[config.mk]
export PLATFORM = sky130hd
export DESIGN_NAME = multi_sync_event
export DESIGN_NICKNAME = d
export VERILOG_FILES = /design/src/rtl/multi_sync_event.sv
export SDC_FILE = /design/constraint.sdc
export NUM_CORES = 1
export LEC_CHECK = 0
export ABC_CLOCK_PERIOD_IN_PS = 2400
export CORE_MARGIN = 5
export CORE_UTILIZATION = 54
export DETAILED_ROUTE_END_ITERATION = 8
export PLACE_DENSITY = 0.83
export SLEW_MARGIN = 20
export SYNTH_ARGS = -nofsm -noshare
export SYNTH_HDL_FRONTEND = slang
export SYNTH_SLANG_ARGS = --single-unit
[constraint.sdc]
create_clock -name clk -period 2.4 [get_ports clk]
set_input_delay 0.48 -clock clk [delete_from_list [all_inputs] [get_ports clk]]
set_output_delay 0.48 -clock clk [all_outputs]
set_load 0.005 [all_outputs]
[src/rtl/multi_sync_event.sv]
// ---------------------------------------------------------------------------
// multi_sync_event
//
// Purpose:
//   Synchronises CH asynchronous inputs into the clk domain through a
//   STAGES-deep flop chain. It detects edges on the synchronised levels
//   (rising, falling or both, chosen by EDGE_MODE) and collects them into
//   an event mask. The mask is offered to a single consumer on a
//   valid/ready interface.
//   If a channel sees an edge while an earlier edge on the same channel is
//   still waiting behind a stalled mask, the two edges merge into one bit
//   and that channel's sticky overflow flag is set.
//
// Parameters:
//   CH        number of channels
//   STAGES    synchroniser depth (>= 2)
//   EDGE_MODE 0 = rising, 1 = falling, 2 = both edges
//
// Ports:
//   clk        single clock
//   rst_n      asynchronous reset, active low
//   ena        high: synchroniser chain advances and edges are generated
//   async_in   [CH] asynchronous inputs
//   sync_out   [CH] synchronised level (last chain stage)
//   evt_data   [CH] event mask
//   evt_valid  evt_data holds an unconsumed mask
//   evt_ready  consumer accepts evt_data
//   ovf        [CH] sticky per-channel overflow
//   ovf_clr    clear all ovf bits
//
// Handshake: a mask transfers on any clk edge where evt_valid and evt_ready
// are both high. While evt_valid is high and evt_ready is low, evt_data and
// evt_valid are held unchanged. Once evt_valid rises, it stays high until the
// transfer happens.
// ---------------------------------------------------------------------------
module multi_sync_event #(
    parameter int CH        = 8,
    parameter int STAGES    = 2,
    parameter int EDGE_MODE = 0
) (
    input  logic          clk,
    input  logic          rst_n,
    input  logic          ena,
    input  logic [CH-1:0] async_in,
    output logic [CH-1:0] sync_out,
    output logic [CH-1:0] evt_data,
    output logic          evt_valid,
    input  logic          evt_ready,
    output logic [CH-1:0] ovf,
    input  logic          ovf_clr
);

    if (STAGES < 2) begin : g_bad_stages
        $error("multi_sync_event: STAGES must be at least 2");
    end
    if (EDGE_MODE < 0 || EDGE_MODE > 2) begin : g_bad_mode
        $error("multi_sync_event: EDGE_MODE must be 0, 1 or 2");
    end

    logic [CH-1:0] r_sync [STAGES];
    logic [CH-1:0] r_d;
    logic [CH-1:0] r_pending;
    logic [CH-1:0] r_evt_data;
    logic          r_evt_valid;
    logic [CH-1:0] r_ovf;

    logic [CH-1:0] w_last;
    logic [CH-1:0] w_raw_edge;
    logic [CH-1:0] w_edge;
    logic [CH-1:0] w_nxt;
    logic          w_load;

    // Synchroniser chain plus the delay flop used for edge detection.
    // Both are frozen while ena is low.
    always_ff @(posedge clk or negedge rst_n) begin
        if (!rst_n) begin
            for (int i = 0; i < STAGES; i++) begin
                r_sync[i] <= '0;
            end
            r_d <= '0;
        end else if (ena) begin
            r_sync[0] <= async_in;
            for (int i = 1; i < STAGES; i++) begin
                r_sync[i] <= r_sync[i-1];
            end
            r_d <= r_sync[STAGES-1];
        end
    end

    assign w_last = r_sync[STAGES-1];

    if (EDGE_MODE == 0) begin : g_rise
        assign w_raw_edge = w_last & ~r_d;
    end else if (EDGE_MODE == 1) begin : g_fall
        assign w_raw_edge = ~w_last & r_d;
    end else begin : g_both
        assign w_raw_edge = w_last ^ r_d;
    end

    // A frozen chain can hold last != d indefinitely. Gating stops that
    // difference from firing once per clock. The edge is taken on the first
    // clock after ena returns.
    assign w_edge = ena ? w_raw_edge : '0;

    assign w_nxt  = r_pending | w_edge;
    // The holding register reloads when it is empty or being consumed.
    // This gives back-to-back masks with no bubble cycle.
    assign w_load = !r_evt_valid || evt_ready;

    always_ff @(posedge clk or negedge rst_n) begin
        if (!rst_n) begin
            r_pending   <= '0;
            r_evt_data  <= '0;
            r_evt_valid <= 1'b0;
        end else if (w_load) begin
            r_evt_data  <= w_nxt;
            r_evt_valid <= |w_nxt;
            r_pending   <= '0;
        end else begin
            r_pending   <= w_nxt;
        end
    end

    // Overflow means a second edge arrived while the first edge was still in
    // pending. An edge that matches a bit of the stalled evt_data is not an
    // overflow; it simply queues in pending.
    // A new set on the same clock as ovf_clr takes priority over the clear.
    always_ff @(posedge clk or negedge rst_n) begin
        if (!rst_n) begin
            r_ovf <= '0;
        end else begin
            r_ovf <= (ovf_clr ? '0 : r_ovf) | (w_edge & r_pending);
        end
    end

    assign sync_out  = w_last;
    assign evt_data  = r_evt_data;
    assign evt_valid = r_evt_valid;
    assign ovf       = r_ovf;

endmodule
==> changes_impl.md, run 1 <==
## Implementation

* Placed Instances at 216
* MaxCap Viol Count at 0
* Met3 Track Usage GR at 4.64%
* CP endpoint kind: primary output
* Nonclk buf count at 42
* Ant diodes at 0
* Slew Viols, Final at 0
* Crit-path cells: clkdlybuf4s50_1
* Register area share after synthesis at 64.1%
* Req. time, crit path at 1920 ps
* Sw power at 0.000465 W
* FF+latch count at 49
* Post-layout period usage of the worst path at 74.2%
* Starting density of the core at 56.4%
* Yosys cell count at 142
* Hold buffers post-CTS at 0
* Layer with the highest usage: met2
* Layout overhead on the synthesized area at 24.2%
* Critical Path AT at 1300 ps
* Layout clock buffers at 5
* Top-level I/O count at 38
* Power Dens Cells at 825 nW/um^2
* Outcome: complete, no violations
* Yosys chip area at 1910 sq um
* Layout cells sized above 1 at 23.0%
* Mi-comb count at 77
* Sum of negative setup slack at 0 ps
* Worst R2R End: evt_valid
* Synthesized area at 1910 sq um
* CP startpoint kind: register
* Worst path max stage delay at 530 ps
* Flop2flop setup slack at 1150 ps
* # rows at 21
* Iteration tally of the first detailed-router pass at 4
* Setup crit start: sync_out[0]
* Routed Antenna Nets at 0
* Endpoints failing hold at 0
* Reg area at 1230 sq um
* Max frequency at 0.561 GHz
* Vias in the first global route at 1242
* Worst path depth at 1
* Final worst-path setup slack at 618 ps
* Chip Area at 4830 sq um
* Layout fillers at 237
* Met3 WL at 197 um
* CTS Sinks at 49
* Crit path time final at 1780 ps
-- run 1: through the flow --
| stage | util, % | cell area (sq um) | power [W] |
|---|---|---|---|
| global placement | 67.0 | 2270 | 0.00139 |
| CTS | 70.1 | 2370 | 0.00198 |
| global route | 70.1 | 2370 | 0.00207 |
| finish | 70.1 | 2370 | 0.00196 |
| detailed placement | 67.0 | 2270 | 0.00141 |
| floorplan | - | 1910 | 0.00122 |
-- run 1: power groups by stage --
stage	combinational (W)	sequential [W]	clock, W
finish	0.000376	0.00102	0.000569
global route	0.000417	0.00103	0.000619
CTS	0.000383	0.00102	0.000577
detailed placement	0.000379	0.00103	0
global placement	0.000368	0.00102	0
floorplan	0.000205	0.00102	0
-- run 1: cell families (layout without fill, tap and decap cells) --
kind of cell,Yosys count,after routing,share of synthesized area (%)
buf+inv,16,52,5.63
simple gates,37,37,10.7
mux,23,23,13.5
flops,49,49,64.1
compound gates,17,17,6.02
-- run 1: registers in the layout, indices dropped and copies added, names as in the netlist --
| register | flops |
|---|---|
| evt_data | 8 |
| ovf | 8 |
| r_d | 8 |
| r_pending | 8 |
| r_sync | 8 |
| sync_out | 8 |
| evt_valid | 1 |
-- run 1: cell usage after synthesis --
master    count  area [sq um]
a21oi_1       8          40.0
a22o_1        8          70.1
and3_1        1          6.26
and3b_1       5          43.8
and3b_4       2          25.0
and4_1        1          8.76
buf_2         2          10.0
buf_4        10          75.1
buf_6         1          11.3
clkbuf_1      1          3.75
dfrtp_1      49          1230
inv_1         2          7.51
mux2_2       23           259
nand2_1       1          3.75
nand2b_1      1          6.26
nand4_1       1          6.26
nor2_1       23          86.3
nor2_2        1          6.26
nor2_4        1          11.3
o21ai_0       1          5.00
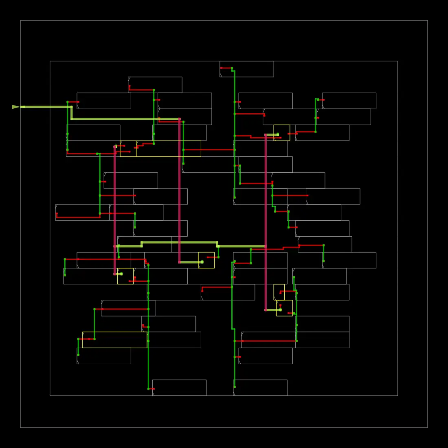
Figure 1: run 1, clock nets.
Power Clock: 0.000569 W
clock latency on the worst-skew pair: 370 ps
Num CTS Buffers: 5

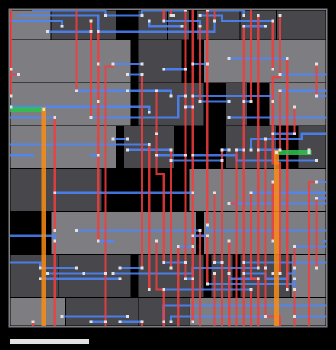
Figure 2: run 1, layout detail.
Bar = 5 um. Window x 25 to 45, y 39 to 59 um. Cells in grey, sequential cells in the stronger grey; small squares are vias.
Red stands for M2. Green stands for M3. Orange stands for M4. Blue stands for M1.
Most frequent: dfrtp_1 (8), mux2_2 (4), a22o_1 (3). Sequential cells in the window: 8. Netlist names of flops here include r_pending (3), ovf (2), r_d (2). 28 logic cells have their middle in the window.

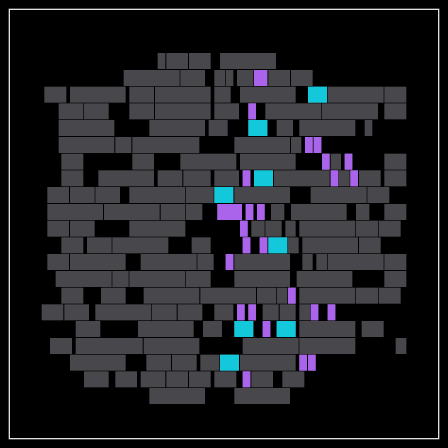
Figure 3: run 1, gate-type map.
Purple stands for nor cells, cells 25. Cyan stands for non-inverting ao/oa cells, cells 8.
combinational fraction of the cell area: 24.3%
fin cells: 224
Commonest Layout Cell: dfrtp_1

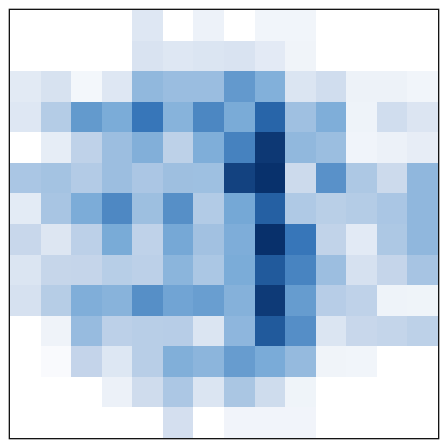
Figure 4: run 1, signal metal coverage by tile.
14 x 14 tiles, from white (low) to dark blue (high), scaled to the fullest tile. Values are wire area over tile area, all layers added.
The mean over all tiles is 0.11. The densest ninth of the die: centre. 20% of the tiles are nearly empty. The fullest tile reaches 0.41.
gr usage total: 15.8%
vias: 1150
WL/cell: 14.8 um
total wire length: 3330 um

==> run 2: changes to the inputs <==
--- a/config.mk
+++ b/config.mk
@@ -5,11 +5,11 @@
 export SDC_FILE = /design/constraint.sdc
 export NUM_CORES = 1
 export LEC_CHECK = 0
-export ABC_CLOCK_PERIOD_IN_PS = 2400
+export ABC_CLOCK_PERIOD_IN_PS = 1900
 export CORE_MARGIN = 5
-export CORE_UTILIZATION = 54
+export CORE_UTILIZATION = 50
 export DETAILED_ROUTE_END_ITERATION = 8
-export PLACE_DENSITY = 0.83
+export PLACE_DENSITY = 0.78
 export SLEW_MARGIN = 20
 export SYNTH_ARGS = -nofsm -noshare
 export SYNTH_HDL_FRONTEND = slang
==> constraint.sdc (replaced) <==
create_clock -name clk -period 1.9 [get_ports clk]
set_input_delay 0.38 -clock clk [delete_from_list [all_inputs] [get_ports clk]]
set_output_delay 0.38 -clock clk [all_outputs]
set_load 0.005 [all_outputs]
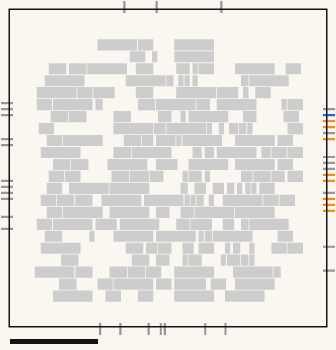
Figure 5: run 2, pin placement.
Bar = 20 um. Pins as bars across the die edge, other pins in grey.
Orange stands for evt_data, pins 8, direction output, edge east. Blue stands for ovf_clr, pins 1, direction input, edge east.
Die H: 71.8 um
port bufs: 37
die x size: 71.8 um

==> run 2 against run 1 <==
Largest cell class unchanged. Die area grew 6.8%. Worst hold slack better by 67 ps. Combinational power increased by 33%. Sequential cell count did not move. Critical path type unchanged.
==> changes_impl.md, run 2 <==
## Implementation

* Met3 Track Usage GR at 5.61%
* Gr usage total at 14.2%
* Yosys cell count at 142
* Register area share after synthesis at 64.1%
* Dominant register cell: dfrtp_1
* WL/cell at 14.4 um
* Yosys chip area at 1910 sq um
* Top area cell types: dfrtp_1, mux2_2, nor2_1
* M2 GR Usage at 22.8%
* Top cell type's share of synthesized area at 64.1%
* Worst slew pin tran at 569 ps
* Fin util at 65.1%
* CP endpoint kind: primary output
* Max frequency at 0.621 GHz
* CTS Sinks at 49
* Layout overhead on the synthesized area at 25.5%
* MaxCap Viol Count at 0
* Sw power at 0.000588 W
* Outcome: complete, no violations
* Endpoints failing hold at 0
* Nets at 194
* Vias in the first global route at 1185
* Count leader, synth: dfrtp_1
* Worst path max stage delay at 530 ps
* Number of enable flip-flop cells at 0
* Post-CTS sizing at 0
* Commonest Layout Cell: dfrtp_1
* Vias at 1161
* Ant diodes at 0
* Starting density of the core at 51.8%
* Top-level I/O count at 38
* Cell taking the most area after synthesis: dfrtp_1
* Synthesized area at 1910 sq um
* Placed Instances at 222
* Post-layout period usage of the worst path at 84.7%
* Layer with the highest usage: met2
* Total wire length at 3300 um
* Crit path time final at 1610 ps
* Req. time, crit path at 1520 ps
* Iteration tally of the first detailed-router pass at 4
* Layout cells sized above 1 at 24.2%
* Hold buffers post-CTS at 0
* Chip Area at 5160 sq um
* Synth cell count leaders: dfrtp_1, mux2_2, nor2_1
* Num CTS Buffers at 5
* Slew Viols, Final at 0
* Crit-path cells: clkdlybuf4s50_1
* Clock latency on the worst-skew pair at 290 ps
* Power Dens Cells at 977 nW/um^2
* Reg power frac at 54.8%
* Critical Path AT at 1230 ps
* # rows at 22
* CP startpoint kind: register
* Sum of negative setup slack at 0 ps
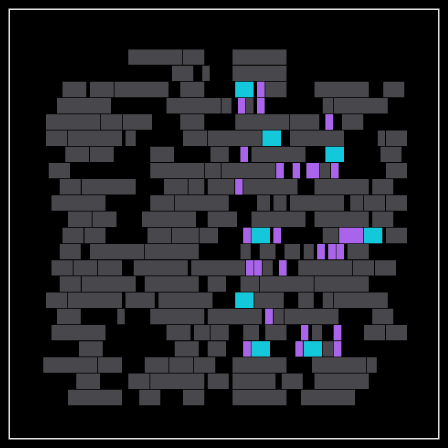
Figure 6: run 2, gate-type map.
Purple stands for nor cells, cells 25. Cyan stands for non-inverting ao/oa cells, cells 8.
combinational fraction of the cell area: 24.1%
fin cells: 230

run 2: path summary, 6_finish.rpt:
kind                                    from          end  slack, ps  cells past startpoint
max in group asynchronous              rst_n       ovf[0]       1300                      2
min in group clk                r_pending[2]       ovf[2]        500                      1
worst min register to register  r_pending[2]       ovf[2]        500                      1
worst max register to register   sync_out[0]    evt_valid        710                      4
worst min-delay path                   rst_n       ovf[5]         70                      1
worst max-delay path             sync_out[7]  sync_out[7]        290                      1
run 2: final cells by class:
cell class              count  area, sq um
clock buffers               6         72.6
multi-input cells          77          578
clock inverters             2         10.0
well taps                  48         60.1
fillers                   280         1290
flip-flops and latches     49         1230
repair buffers             46          445
inverters                   2         7.51
run 2: power groups by stage:
stage | Sequential [W] | Combinational [W] | Clock (W)
final | 0.00128 | 0.000500 | 0.000561
after global routing | 0.00131 | 0.000549 | 0.000627
after CTS | 0.00129 | 0.000511 | 0.000589
after detailed placement | 0.00131 | 0.000508 | 0
after global placement | 0.00130 | 0.000491 | 0
after floorplan | 0.00129 | 0.000259 | 0
run 2: cell families after synthesis:
group / Yosys count / share of synthesized area (%)
DFF: 49 / 64.1
and+or+nand+nor: 37 / 10.7
muxes: 23 / 13.5
AOI/OAI and AO/OA: 17 / 6.02
buffers and inverters: 16 / 5.63
run 2: stage by stage:
stage               worst slack, ps  area (sq um)  hold slack, ps  total power, W
finish                          290          2400            74.6         0.00235
detailed placement             87.0          2320             407         0.00182
global route                    220          2400             112         0.00248
global placement                119          2320             391         0.00179
floorplan                       760          1910            84.4         0.00155
CTS                             263          2400            82.5         0.00239
run 2: per-layer routing:
metal / vias to the layer above / part of all wire [%]
li1: 555 / -
met2: 38 / 47
met3: 6 / 7.5
met4: 0 / 1.2
met1: 562 / 45
met5: - / 0
No activity file was given, so power comes from the tool's default toggle rates.
